Figure 1. Wires at chosen ports, followed through buffers (run 1).
(3 px per um)
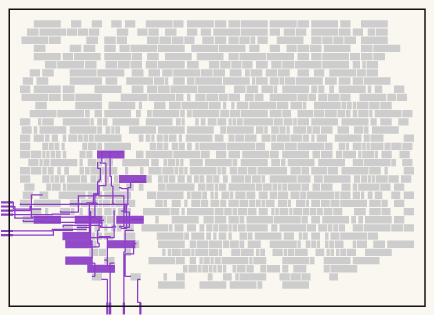
Figure 2. Sequential cells grouped by signal name (run 1).
(3 px per um) Other sequential cells in the stronger grey, the rest of the logic in the fainter grey.
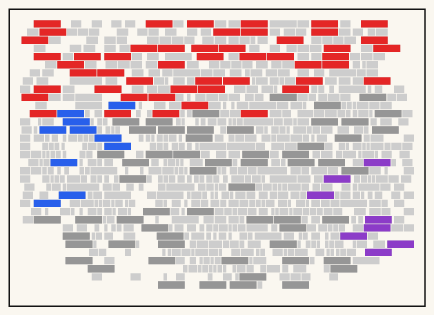
Figure 3. Selected gate families (run 1).
(3 px per um)
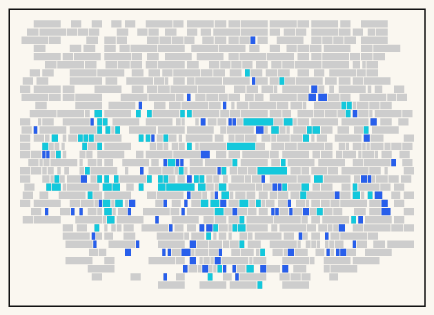
Figure 4. The clock network (run 1).
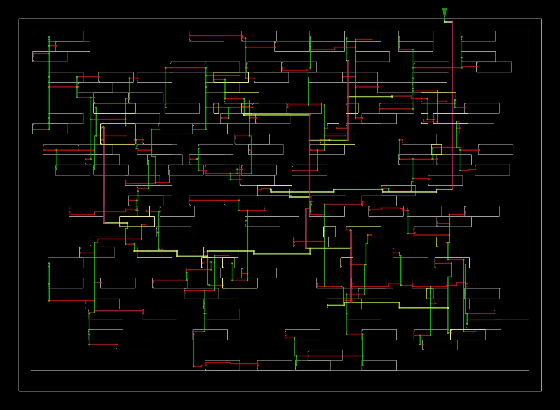
<file path="src/rtl/axis_sa_sched_pkg.sv">
// Shared types and constants for the axis_sa tile sequencer.
package axis_sa_sched_pkg;

    typedef enum logic [1:0] {
        IDLE,
        ISSUE,
        DRAIN,
        DONE
    } state_t;

    localparam int unsigned FIFO_DEPTH = 2;
    localparam int unsigned READ_LAT   = 1;

endpackage

</file>
<file path="src/rtl/axis_sa_sched_if.sv">
// AXI-stream beat bus between the sequencer and the axis_sa array input.
interface axis_sa_sched_if #(
    parameter int unsigned R  = 2,
    parameter int unsigned C  = 2,
    parameter int unsigned WX = 8,
    parameter int unsigned WK = 4
) ();
    logic            s_valid;
    logic            s_ready;
    logic            s_last;
    logic [R*WX-1:0] sx_data;
    logic [C*WK-1:0] sk_data;

    modport master (output s_valid, output s_last, output sx_data, output sk_data, input s_ready);
    modport slave  (input s_valid, input s_last, input sx_data, input sk_data, output s_ready);
endinterface

</file>
<file path="src/rtl/axis_sa_sched_skid.sv">
// Two-entry FIFO holding {last, data} between the buffer reads and the stream.
module sa_sched_skid
    import axis_sa_sched_pkg::*;
#(
    parameter int unsigned W = 8
) (
    input  logic         clk,
    input  logic         rstn,
    input  logic         in_valid,
    output logic         in_ready,
    input  logic [W-1:0] in_data,
    input  logic         in_last,
    output logic         out_valid,
    input  logic         out_ready,
    output logic [W-1:0] out_data,
    output logic         out_last,
    output logic [1:0]   level
);
    logic [W:0] mem [FIFO_DEPTH];
    logic       wr_ptr;
    logic       rd_ptr;
    logic [1:0] count;
    logic       push;
    logic       pop;

    assign in_ready  = (count != 2'(FIFO_DEPTH));
    assign out_valid = (count != '0);
    assign push      = in_valid & in_ready;
    assign pop       = out_valid & out_ready;
    assign {out_last, out_data} = mem[rd_ptr];
    assign level     = count;

    always_ff @(posedge clk or negedge rstn) begin
        if (!rstn) begin
            for (int unsigned i = 0; i < FIFO_DEPTH; i++) begin
                mem[i] <= '0;
            end
            wr_ptr <= 1'b0;
            rd_ptr <= 1'b0;
            count  <= '0;
        end else begin
            if (push) begin
                mem[wr_ptr] <= {in_last, in_data};
                wr_ptr      <= ~wr_ptr;
            end
            if (pop) begin
                rd_ptr <= ~rd_ptr;
            end
            count <= count + 2'(push) - 2'(pop);
        end
    end
endmodule

</file>
<file path="src/rtl/axis_sa_sched.sv">
// Tile sequencer: reads X/K buffers, streams tiles into axis_sa, counts output
// tiles and limits how many tiles may be in flight.
module axis_sa_sched
    import axis_sa_sched_pkg::*;
#(
    parameter int unsigned R       = 2,
    parameter int unsigned C       = 2,
    parameter int unsigned WX      = 8,
    parameter int unsigned WK      = 4,
    parameter int unsigned AW      = 10,
    parameter int unsigned WKL     = 8,
    parameter int unsigned WT      = 8,
    parameter int unsigned MAX_OUT = 2
) (
    input  logic            clk,
    input  logic            rstn,
    input  logic            start,
    input  logic [WKL-1:0]  cfg_k,
    input  logic [WT-1:0]   cfg_tiles,
    input  logic            cfg_reuse_k,
    output logic            busy,
    output logic            done,
    output logic            x_rd_en,
    output logic [AW-1:0]   x_rd_addr,
    input  logic [R*WX-1:0] x_rd_data,
    output logic            k_rd_en,
    output logic [AW-1:0]   k_rd_addr,
    input  logic [C*WK-1:0] k_rd_data,
    axis_sa_sched_if.master s,
    input  logic            m_valid,
    input  logic            m_ready,
    input  logic            m_last
);
    localparam int unsigned W = R*WX + C*WK;

    state_t              state, state_nxt;
    logic [WKL-1:0]      k_q, beat, k_cur;
    logic [WT-1:0]       tiles_q, tile, issued, out_tiles, out_nxt, tiles_cur;
    logic                reuse_q, reuse_cur;
    logic [AW-1:0]       x_addr, k_addr;
    logic [READ_LAT-1:0] rd_vld_pipe, rd_last_pipe;
    logic [1:0]          level;
    logic                fifo_in_ready, pop, m_hs;
    logic                launch, room, first_ok, issue, beat_last, tile_last;
    logic [W-1:0]        head_data;

    // The first read goes out in the start cycle itself, so the live config
    // inputs are used while IDLE and the latched copy afterwards.
    assign launch    = (state == IDLE) && start && (cfg_tiles != '0);
    assign k_cur     = (state == IDLE) ? ((cfg_k == '0) ? WKL'(1) : cfg_k) : k_q;
    assign tiles_cur = (state == IDLE) ? cfg_tiles : tiles_q;
    assign reuse_cur = (state == IDLE) ? cfg_reuse_k : reuse_q;

    assign pop       = s.s_valid & s.s_ready;
    assign m_hs      = (state != IDLE) && m_valid && m_ready && m_last;
    assign out_nxt   = out_tiles + WT'(m_hs);
    assign beat_last = (beat == k_cur - WKL'(1));
    assign tile_last = (tile == tiles_cur - WT'(1));

    // Credit counts the entry leaving this cycle so a full-rate stream keeps going.
    assign room = ((3'(level) + 3'($countones(rd_vld_pipe)) - 3'(pop)) < 3'(FIFO_DEPTH)) && fifo_in_ready;
    assign first_ok = (beat != '0) || ((issued - out_tiles) < WT'(MAX_OUT));

    always_ff @(posedge clk or negedge rstn) begin
        if (!rstn) begin
            state <= IDLE;
        end else begin
            state <= state_nxt;
        end
    end

    always_comb begin
        state_nxt = state;
        unique case (state)
            IDLE: begin
                if (start) begin
                    if (cfg_tiles == '0)                  state_nxt = DONE;
                    else if (issue && beat_last && tile_last) state_nxt = DRAIN;
                    else                                  state_nxt = ISSUE;
                end
            end
            ISSUE: if (issue && beat_last && tile_last) state_nxt = DRAIN;
            DRAIN: if ((out_nxt == tiles_q) && (level == '0) && (rd_vld_pipe == '0)) state_nxt = DONE;
            DONE:  state_nxt = IDLE;
            default: state_nxt = IDLE;
        endcase
    end

    always_comb begin
        busy    = (state != IDLE);
        done    = (state == DONE);
        issue   = ((state == ISSUE) || launch) && room && first_ok;
        x_rd_en = issue;
        k_rd_en = issue;
    end

    assign x_rd_addr = x_addr;
    assign k_rd_addr = k_addr;

    always_ff @(posedge clk or negedge rstn) begin
        if (!rstn) begin
            k_q          <= '0;
            tiles_q      <= '0;
            reuse_q      <= 1'b0;
            beat         <= '0;
            tile         <= '0;
            issued       <= '0;
            out_tiles    <= '0;
            x_addr       <= '0;
            k_addr       <= '0;
            rd_vld_pipe  <= '0;
            rd_last_pipe <= '0;
        end else begin
            if ((state == IDLE) && start) begin
                k_q     <= (cfg_k == '0) ? WKL'(1) : cfg_k;
                tiles_q <= cfg_tiles;
                reuse_q <= cfg_reuse_k;
            end
            rd_vld_pipe  <= READ_LAT'({rd_vld_pipe, issue});
            rd_last_pipe <= READ_LAT'({rd_last_pipe, beat_last});
            if (state == DONE) begin
                beat      <= '0;
                tile      <= '0;
                issued    <= '0;
                out_tiles <= '0;
                x_addr    <= '0;
                k_addr    <= '0;
            end else begin
                out_tiles <= out_nxt;
                if (issue) begin
                    x_addr <= x_addr + AW'(1);
                    if (beat == '0) issued <= issued + WT'(1);
                    if (beat_last) begin
                        beat   <= '0;
                        tile   <= tile + WT'(1);
                        k_addr <= reuse_cur ? '0 : k_addr + AW'(1);
                    end else begin
                        beat   <= beat + WKL'(1);
                        k_addr <= k_addr + AW'(1);
                    end
                end
            end
        end
    end

    sa_sched_skid #(.W(W)) u_skid (
        .clk       (clk),
        .rstn      (rstn),
        .in_valid  (rd_vld_pipe[READ_LAT-1]),
        .in_ready  (fifo_in_ready),
        .in_data   ({x_rd_data, k_rd_data}),
        .in_last   (rd_last_pipe[READ_LAT-1]),
        .out_valid (s.s_valid),
        .out_ready (s.s_ready),
        .out_data  (head_data),
        .out_last  (s.s_last),
        .level     (level)
    );

    assign s.sx_data = head_data[W-1:C*WK];
    assign s.sk_data = head_data[C*WK-1:0];
endmodule

</file>
<file path="src/flat_wrapper.sv">
// flat-port wrapper written by rule: the top's interface ports become plain ports
module axis_sa_sched_flat import axis_sa_sched_pkg::*;
#(
    parameter int unsigned R       = 2,
    parameter int unsigned C       = 2,
    parameter int unsigned WX      = 8,
    parameter int unsigned WK      = 4,
    parameter int unsigned AW      = 10,
    parameter int unsigned WKL     = 8,
    parameter int unsigned WT      = 8,
    parameter int unsigned MAX_OUT = 2
)
  (clk, rstn, start, cfg_k, cfg_tiles, cfg_reuse_k, busy, done, x_rd_en, x_rd_addr, x_rd_data, k_rd_en, k_rd_addr, k_rd_data, m_valid, m_ready, m_last, s_s_valid, s_s_last, s_sx_data, s_sk_data, s_s_ready);
  axis_sa_sched_if #(.R(R), .C(C), .WX(WX), .WK(WK)) s_i ();
  input  logic clk;
  input  logic rstn;
  input  logic start;
  input  logic [WKL-1:0] cfg_k;
  input  logic [WT-1:0] cfg_tiles;
  input  logic cfg_reuse_k;
  output logic busy;
  output logic done;
  output logic x_rd_en;
  output logic [AW-1:0] x_rd_addr;
  input  logic [R*WX-1:0] x_rd_data;
  output logic k_rd_en;
  output logic [AW-1:0] k_rd_addr;
  input  logic [C*WK-1:0] k_rd_data;
  input  logic m_valid;
  input  logic m_ready;
  input  logic m_last;
  output wire logic [$bits(s_i.s_valid)-1:0] s_s_valid;
  output wire logic [$bits(s_i.s_last)-1:0] s_s_last;
  output wire logic [$bits(s_i.sx_data)-1:0] s_sx_data;
  output wire logic [$bits(s_i.sk_data)-1:0] s_sk_data;
  input wire logic [$bits(s_i.s_ready)-1:0] s_s_ready;
  assign s_s_valid = s_i.s_valid;
  assign s_s_last = s_i.s_last;
  assign s_sx_data = s_i.sx_data;
  assign s_sk_data = s_i.sk_data;
  assign s_i.s_ready = s_s_ready;
  axis_sa_sched #(.R(R), .C(C), .WX(WX), .WK(WK), .AW(AW), .WKL(WKL), .WT(WT), .MAX_OUT(MAX_OUT)) u_core (.clk(clk), .rstn(rstn), .start(start), .cfg_k(cfg_k), .cfg_tiles(cfg_tiles), .cfg_reuse_k(cfg_reuse_k), .busy(busy), .done(done), .x_rd_en(x_rd_en), .x_rd_addr(x_rd_addr), .x_rd_data(x_rd_data), .k_rd_en(k_rd_en), .k_rd_addr(k_rd_addr), .k_rd_data(k_rd_data), .s(s_i), .m_valid(m_valid), .m_ready(m_ready), .m_last(m_last));
endmodule
</file>
<file path="config.mk">
export PLATFORM = sky130hd
export DESIGN_NAME = axis_sa_sched_flat
export DESIGN_NICKNAME = d
export VERILOG_FILES = /design/src/rtl/axis_sa_sched_pkg.sv /design/src/rtl/axis_sa_sched_if.sv /design/src/rtl/axis_sa_sched_skid.sv /design/src/rtl/axis_sa_sched.sv /design/src/flat_wrapper.sv
export SDC_FILE = /design/constraint.sdc
export NUM_CORES = 1
export LEC_CHECK = 0
export CORE_ASPECT_RATIO = 0.7
export CORE_MARGIN = 3
export CORE_UTILIZATION = 60
export DETAILED_ROUTE_END_ITERATION = 10
export PLACE_DENSITY = 0.95
export SYNTH_ARGS = -nofsm -noshare
export SYNTH_HDL_FRONTEND = slang
export SYNTH_SLANG_ARGS = --single-unit
</file>
<file path="constraint.sdc">
create_clock -name clk -period 8.98 [get_ports clk]
set_clock_uncertainty 0.2 [all_clocks]
set_input_delay 1.796 -clock clk [delete_from_list [all_inputs] [get_ports clk]]
set_output_delay 1.796 -clock clk [all_outputs]
set_load 0.02 [all_outputs]
</file>
==> results.yml, run 1 <==
# synthesis and place-and-route metrics
setup_path:
  timing.rr.end: "u_core.state[1]"
  crit_buf_inv: 5
  r2r-start: "u_core.state[1]"
  crit_path_start_kind: "input pin"
  critical-path-top-delay-family: "buffers and inverters"
  required_ns: 6.98
  cp_cell_sequence: "clkdlybuf4s50_1 > and2_1 > ha_1 > nor2b_1 > fa_1 > nor2_1 > o211ai_1 > nand2b_1 > inv_1 > nor2_1 > buf_4 > inv_1 > clkdlybuf4s50_1"
  arrival_ns: 5.65
  path_class: "input pin to primary output"
floorplanning:
  fp_util_pct: 62.08
  core_region_area_sq_mm: 0.01181
  dieArea_sq_mm: 0.01360
  rows: 33
  die_w_um: 138.1
detailed_routing:
  final_antenna_net_count: 0
  maxUsedRoutingLayer: "met4"
  routed_via_density: 6.349
min_path:
  whs_path_depth: 2
  hold_path_end: "u_core.k_q[0]"
grt:
  antenna_found_initial: 0
  grt_usage_pct: 29.20
  grt_pass1_vias: 6298
cts:
  cts.clk_slew.worst_paths_ns: 0.06
  cts_setup_buffers: 0
  ctsResizeCount: 0
  hold_buffers: 0
final_timing:
  report.final.hold_viol_count: 0
  setup_viol_count_final: 0
  period_minus_slack_ns: 7.644
  maxSlewViolCount: 0
  timing.hold.ws_ns: 0.2831
placed_design:
  post-place-ws_ns: 1.469
  placement.io_buffers: 97
  dp.cells: 920
  dpl.hpwl_um: 13140
yosys:
  ys_ff: 127
  synth.cellmix.adderShare_pct: 4.472
  synth-xor-area-share_pct: 7.049
  ys_sh_simple_pct: 13.65
  yosys_warnings: 0
  mux_share_pct: 17.44
  area_leaders: "dfrtp_1 43%, mux2_2 15%, xnor2_1 5.3%"
  syn_area_per_cell_sq_um: 10.69
  ys_seq_share_pct: 43.35
  edf_count: 0
  yosys_area_sq_mm: 0.007331
  post_synth_instance_area_sq_mm: 0.007331
  synth_top_cell_by_area: "dfrtp_1"
  yosys.cell_count.top_type: "dfrtp_1"
  ys_types: 64
power_and_ir_drop:
  cellPowerDensity_mw_per_mm2: 325.2
final_layout:
  final_layout_size_suffix_gt1_share_pct: 19.12
  stdcell_count: 952
  comb_area_sq_mm: 0.003899
outcome:
  outcome: "complete, no violations"
Back to the opening pictures, Figure 1:
| colour | port | bits | direction | edge | end cells | buffers | wire |
|---|---|---|---|---|---|---|---|
| purple | x_rd_addr | 10 | output | 6 left, 4 bottom | 10 | 10 | 541 um |

Back to the opening pictures, Figure 2:
| colour | name in the netlist | sequential cells |
|---|---|---|
| red | u_core.u_skid.mem | 50 |
| purple | u_core.tiles_q | 8 |
| blue | u_core.k_rd_addr | 10 |
not coloured: 59

Back to the opening pictures, Figure 3:
| colour | family | cells | most used |
|---|---|---|---|
| cyan | inverting AOI/OAI gates | 92 | a21oi_1 |
| blue | NOR gates | 88 | nor2_1 |

Back to the opening pictures, Figure 4:
Clk. pwr: 0.000686 W
Late-Pin Clk Latency: 0.42 ns
clkbuf count: 18
CTS Sinks: 127

run 1: worst max path at each step:
stage	end	startpoint
after floorplan	x_rd_en	s_s_ready
after global placement	k_rd_en	s_s_ready
after detailed placement	x_rd_en	s_s_ready
after CTS	x_rd_en	s_s_ready
after global routing	x_rd_en	s_s_ready
final	k_rd_en	s_s_ready
run 1: flip-flops by register name (all words and copies together) (netlist names):
name and cells:
u_core.reuse_q 1, u_core.u_skid.wr_ptr 1, u_core.beat 8, u_core.tile 8, u_core.out_tiles 8, u_core.x_rd_addr 10, u_core.u_skid.level 2, u_core.tiles_q 8
u_core.k_rd_addr 10, u_core.state 2, u_core.u_skid.mem 50, u_core.issued 8, u_core.rd_last_pipe 1, u_core.k_q 8, u_core.u_skid.rd_ptr 1, u_core.rd_vld_pipe 1
run 1: metal layers:
| layer | vias up | track usage (%) |
|---|---|---|
| met2 | 357 | 48.54 |
| li1 | 2650 | - |
| met4 | 0 | 9.947 |
| met5 | - | 0 |
| met3 | 61 | 6.450 |
| met1 | 2976 | 38.48 |
run 1: final cells by class:
type / instances / share of cell area, %
multi-input combinational: 499 / 43.32
sequential: 127 / 35.31
timing repair buffer: 103 / 11.26
clock buffer: 18 / 4.769
tap: 157 / 2.183
clock inverter: 14 / 1.710
inverter: 34 / 1.446
run 1: through the flow:
step | total power, W | utilization, % | cell area [sq um]
after CTS | 0.002914 | 76.21 | 9000
after detailed placement | 0.002192 | 71.28 | 8417
final | 0.002927 | 76.21 | 9000
after global routing | 0.003053 | 76.21 | 9000
after floorplan | 0.001756 | - | 7331
after global placement | 0.002100 | 71.28 | 8417
run 1: cell usage in the layout (no fill, tap or decap), drive strengths merged, types with 15 or more instances in the layout:
master and count:
a21oi 39, and3 15, clkbuf 18, clkdlybuf4s50 96, dfrtp 127, ha 23
inv 39, mux2 99, mux2i 16, nand2 30, nand3 26, nor2 51
o21ai 20, xnor2 44, xor2 15
run 1: logic make-up (layout without fill, tap and decap cells):
group | count (synthesis) | in the layout
muxes | 115 | 115
and+or+nand+nor | 192 | 192
adders and majority gates | 25 | 25
xor gates and xnor gates | 59 | 59
DFF | 127 | 127
AOI/OAI and AO/OA | 108 | 108
buffers and inverters | 60 | 169
run 1: where the power goes:
group / leakage, nW / internal [W] / switching, W
combinational: 1.97 / 0.000638 / 0.000679
clock: 0.278 / 0.000412 / 0.000274
sequential: 1.64 / 0.000752 / 0.000172
run 1: tightest hold or removal path: cells and delay by family, from the launching register on:
| kind | cells | cell delay (ns) |
|---|---|---|
| and+or+nand+nor | 1 | 0.05 |
| AOI/OAI and AO/OA | 1 | 0.06 |
| DFF | 1 | 0.34 |
Figure 5. Local utilization (run 1).
(2 px per um) The die is cut into 14 by 10 equal tiles; dark purple is low, yellow is high, 0 to 100% covered.
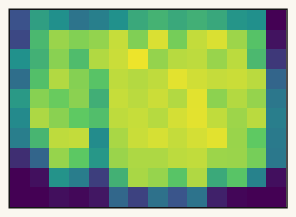

==> run 1 -> run 2 <==
CORE_UTILIZATION = 50   (was 60)
PLACE_DENSITY = 0.83   (was 0.95)
Figure 6. Local utilization (run 2).
(2 px per um) The die is cut into 15 by 11 equal tiles; dark purple is low, yellow is high, 0 to 100% covered.
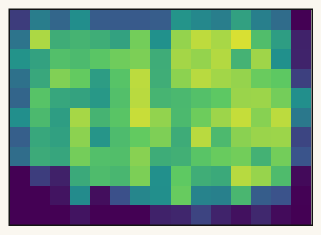
nearly empty tiles: 7.3%
fullest tile: 94%
emptiest ninth of the die: bottom left
mean over tiles: 55%
tiles over 75% full: 29%

==> run 2 against run 1 <==
Effect of this change: clock-buffer cell count down 1; global-route usage down 6.8 points; routed wire length down 10%; final area up 0.65%; cell count up 3.5%; worst setup slack worse by 0.034 ns; combinational power down 4%; largest cell class unchanged.
==> results.yml, run 2 <==
# synthesis and place-and-route metrics
floorplanning:
  core_region_area_sq_mm: 0.01414
  die_w_um: 150.7
  dieArea_sq_mm: 0.01617
  fp_util_pct: 51.83
yosys:
  ys_seq_share_pct: 43.35
  area_leaders: "dfrtp_1 43%, mux2_2 15%, xnor2_1 5.3%"
  syn_area_per_cell_sq_um: 10.69
  post_synth_instance_area_sq_mm: 0.007331
  yosys_warnings: 0
  synth_top_cell_by_area: "dfrtp_1"
  yosys.cell_count.top_type: "dfrtp_1"
  ys_types: 64
setup_path:
  cp-startpoint: "s_s_ready"
  r2r-start: "u_core.state[0]"
  crit_path_start_kind: "input pin"
  required_ns: 6.98
placed_design:
  placement.io_buffers: 97
  dpl.hpwl_um: 12590
  placed_area_sq_mm: 0.008458
power_and_ir_drop:
  seq_power_share_pct: 31.6
  internal_power_w: 0.001805
  p_sw_w: 0.001073
  comb_power_share_pct: 44.1
  switching_share_pct: 37.28
  clockPowerShare_pct: 24.2
final_timing:
  report.final.hold_viol_count: 0
  period_minus_slack_ns: 7.677
final_layout:
  final_cell_area_sq_mm: 0.009059
  final_layout_size_suffix_gt1_share_pct: 19.25
  lay_top_cells: "127 x dfrtp_1, 98 x mux2_2, 96 x clkdlybuf4s50_1, 50 x nor2_1, 44 x xnor2_1"
  regMostFlops: "u_core.u_skid.mem"
  largest_register_ff_count: 50
outcome:
  outcome: "complete, no violations"
grt:
  antenna_found_initial: 0
  grt_pass1_vias: 5769
cts:
  cts_setup_buffers: 0
  ctsResizeCount: 0
  cts_num_sinks: 127
  hold_buffers: 0
  insertion_delay_ns: 0.41
detailed_routing:
  routed_via_density: 5.814
run 2: netlist changes by cell type in the layout (fill, tap and decap cells not counted):
cell	previous run	this run
inv_8	0	3
clkinvlp_4	3	2
clkbuf_1	1	0
clkinv_2	2	1
run 2: path summary, 6_finish.rpt:
check,to,slack (ns),depth (start not counted)
hold reg to reg,u_core.k_q[0],0.29,2
min in group asynchronous,u_core.u_skid.mem[35],1.23,1
max in group asynchronous,u_core.u_skid.mem[6],5.94,2
hold / removal,u_core.k_q[0],0.29,2
setup / recovery,x_rd_en,1.30,13
setup reg to reg,u_core.k_rd_addr[7],4.20,15
run 2: power by group through the flow:
stage	clock network, W	registers, W	logic [W]
after floorplan	0	0.000854	0.000902
after global placement	0	0.000896	0.00122
after detailed placement	0	0.000916	0.00126
after CTS	0.000708	0.000908	0.00127
after global routing	0.000737	0.000936	0.00137
final	0.000698	0.000911	0.00127
run 2: layout make-up:
cell class,instances,area (sq um)
fillers,1090,5085
multi-input cells,499,3899
flip-flops and latches,127,3178
repair buffers,103,1013
clock buffers,17,425.4
well taps,190,237.7
clock inverters,15,175.2
inverters,34,130.1
run 2: critical path: stages:
cell,delay (ns)
clkdlybuf4s50_1,0.48
and2_1,0.22
ha_1,0.25
nor2b_1,0.14
fa_1,0.43
nor2_1,0.13
o211ai_1,0.16
a211oi_1,0.39
o211a_1,0.32
nor2_1,0.07
buf_4,0.20
inv_1,0.38
clkdlybuf4s50_1,0.70
run 2: layer usage:
layer  GRT usage, %  routed length [um]
met5              0                   0
met4          4.722                 129
met3          4.966                1270
met2          33.52                7935
met1          33.45                8258
run 2: per-stage QoR:
stage                     hold slack, ns  setup slack [ns]  utilization [%]  total power, W
after global placement            0.2651             1.566            59.80        0.002117
after CTS                         0.2955             1.373            64.05        0.002888
final                             0.2925             1.303            64.05        0.002878
after floorplan                   0.2460             2.679                -        0.001756
after detailed placement          0.2831             1.465            59.80        0.002178
after global routing              0.3142             1.190            64.05        0.003041
run 2: logic make-up (layout without fill, tap and decap cells):
logic type	after synthesis	in the layout	synth area share, %
buffers and inverters	60	169	3.533
adder cells (fa/ha/maj)	25	25	4.472
multiplexers	115	115	17.44
AND/OR/NAND/NOR	192	192	13.65
XOR/XNOR	59	59	7.049
AND-OR/OR-AND	108	108	10.50
flip-flops	127	127	43.35
Figure 7. Wires at chosen ports, followed through buffers (run 2).
(2 px per um)
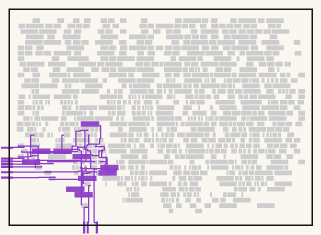

==> run 2 -> run 3 <==
SLEW_MARGIN = 40   (was not set)
Figure 8. Wires at chosen ports, followed through buffers (run 3).
(2 px per um)
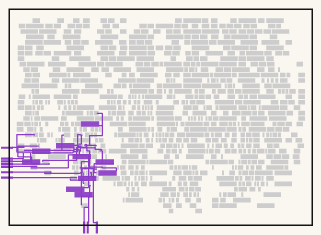
| colour | port | bits | direction | edge | end cells | buffers | wire |
|---|---|---|---|---|---|---|---|
| purple | x_rd_addr | 10 | output | 7 left, 3 bottom | 10 | 10 | 591 um |

==> run 3 against run 2 <==
Effect of this change: synthesized cell count unchanged; synthesized area stayed put; sequential share of layout area is 0.083 points lower; sequential cell count is the same; clock-buffer cell count is the same; clock power rose by 0.7%; combinational power about the same.
==> results.yml, run 3 <==
# synthesis and place-and-route metrics
floorplanning:
  fp_util_pct: 51.83
  dieArea_sq_mm: 0.01617
  die_w_um: 150.7
  core_region_area_sq_mm: 0.01414
power_and_ir_drop:
  p_sw_w: 0.001085
  switching_share_pct: 37.57
  seq_power_share_pct: 31.6
  comb_power_share_pct: 44.0
  internal_power_w: 0.001804
detailed_routing:
  routed_via_density: 5.812
yosys:
  synth_top_cell_by_area: "dfrtp_1"
  syn_area_per_cell_sq_um: 10.69
  yosys_warnings: 0
  ys_types: 64
  post_synth_instance_area_sq_mm: 0.007331
  ys_seq_share_pct: 43.35
  area_leaders: "dfrtp_1 43%, mux2_2 15%, xnor2_1 5.3%"
cts:
  ctsResizeCount: 0
  hold_buffers: 0
  insertion_delay_ns: 0.42
  cts_setup_buffers: 0
  cts_num_sinks: 127
outcome:
  outcome: "complete, no violations"
final_layout:
  largest_register_ff_count: 50
  regMostFlops: "u_core.u_skid.mem"
  lay_top_cells: "126 x dfrtp_1, 98 x mux2_2, 96 x clkdlybuf4s50_1, 50 x nor2_1, 44 x xnor2_1"
  final_layout_size_suffix_gt1_share_pct: 19.60
placed_design:
  dpl.hpwl_um: 12640
  placement.io_buffers: 97
final_timing:
  period_minus_slack_ns: 7.587
  rsz0062_at_grt: "false"
  report.final.hold_viol_count: 0
  timing.hold.ws_ns: 0.2930
setup_path:
  crit_path_start_kind: "input pin"
  regToRegSetupSlack_ns: 4.24
  path_depth: 13
  r2r-start: "u_core.state[0]"
  slowest_stage: "clkdlybuf4s50_1"
  critical-path-top-delay-family: "buffers and inverters"
  required_ns: 6.98
  cp_cell_sequence: "clkdlybuf4s50_1 > and2_1 > ha_1 > nor2b_1 > fa_1 > nor2_1 > o211ai_1 > a211oi_1 > o211a_1 > nor2_1 > buf_4 > inv_1 > clkdlybuf4s50_1"
  crit_buf_inv: 4
  reg2reg_depth: 15
min_path:
  hold_path_end: "u_core.k_q[0]"
grt:
  grt_pass1_vias: 5759
  antenna_found_initial: 0
[run 3: cell counts after synthesis]
Identical to the previous run, type by type.
[run 3: power groups by stage]
stage          Clock, W  Combinational [W]  Sequential (W)
4_1_cts        0.000710            0.00127        0.000910
6_report       0.000703            0.00127        0.000914
5_1_grt        0.000738            0.00137        0.000937
3_5_place_dp          0            0.00126        0.000917
3_3_place_gp          0            0.00122        0.000896
2_1_floorplan         0           0.000902        0.000854
[run 3: per-stage QoR]
step,cell area (sq um),cells,setup WS (ns),total power (W),utilization (%)
6_report,9084,986,1.393,0.002889,64.23
4_1_cts,9060,985,1.423,0.002894,64.06
2_1_floorplan,7331,686,2.679,0.001756,-
5_1_grt,9084,986,1.233,0.003046,64.23
3_5_place_dp,8462,953,1.475,0.002179,59.83
3_3_place_gp,8458,953,1.566,0.002117,59.80
[run 3: how the worst max path moves through the flow]
stage                     startpoint      end  slack, ns
after floorplan            s_s_ready  x_rd_en       2.68
after global placement     s_s_ready  x_rd_en       1.57
after detailed placement   s_s_ready  x_rd_en       1.48
after CTS                  s_s_ready  x_rd_en       1.42
after global routing       s_s_ready  x_rd_en       1.23
final                      s_s_ready  x_rd_en       1.39
[run 3: cells by family after synthesis]
| family | count (synthesis) | synth area share (%) |
|---|---|---|
| simple gates | 192 | 13.65 |
| flops | 127 | 43.35 |
| mux | 115 | 17.44 |
| compound gates | 108 | 10.50 |
| buf+inv | 60 | 3.533 |
| xor+xnor | 59 | 7.049 |
| fa+ha+maj | 25 | 4.472 |
[run 3: area by class of cell]
| class | instances | area (sq um) |
|---|---|---|
| Timing Repair Buffer | 104 | 1037 |
| Fill cell | 1079 | 5060 |
| Clock buffer | 17 | 425.4 |
| Tap cell | 190 | 237.7 |
| Clock inverter | 15 | 172.7 |
| Multi-Input combinational cell | 499 | 3901 |
| Sequential cell | 127 | 3179 |
| Inverter | 34 | 130.1 |
[run 3: worst reg2reg max path: cells and delay by family, from the launching register on]
family	cells	cell delay, ns
compound gates	6	1.51
simple gates	3	0.89
buf+inv	3	0.70
fa+ha+maj	2	0.52
flops	1	0.40
mux	1	0.40
[run 3: metal layers]
layer,wire [um],track usage [%],vias up,part of all wire [%]
met5,0,0,-,0
met4,194,6.274,0,1.1
met3,1250,4.630,18,7.0
met2,8097,33.97,211,45
met1,8406,33.89,2845,47
li1,-,-,2657,-
Power is estimated from default activity; no workload was simulated.
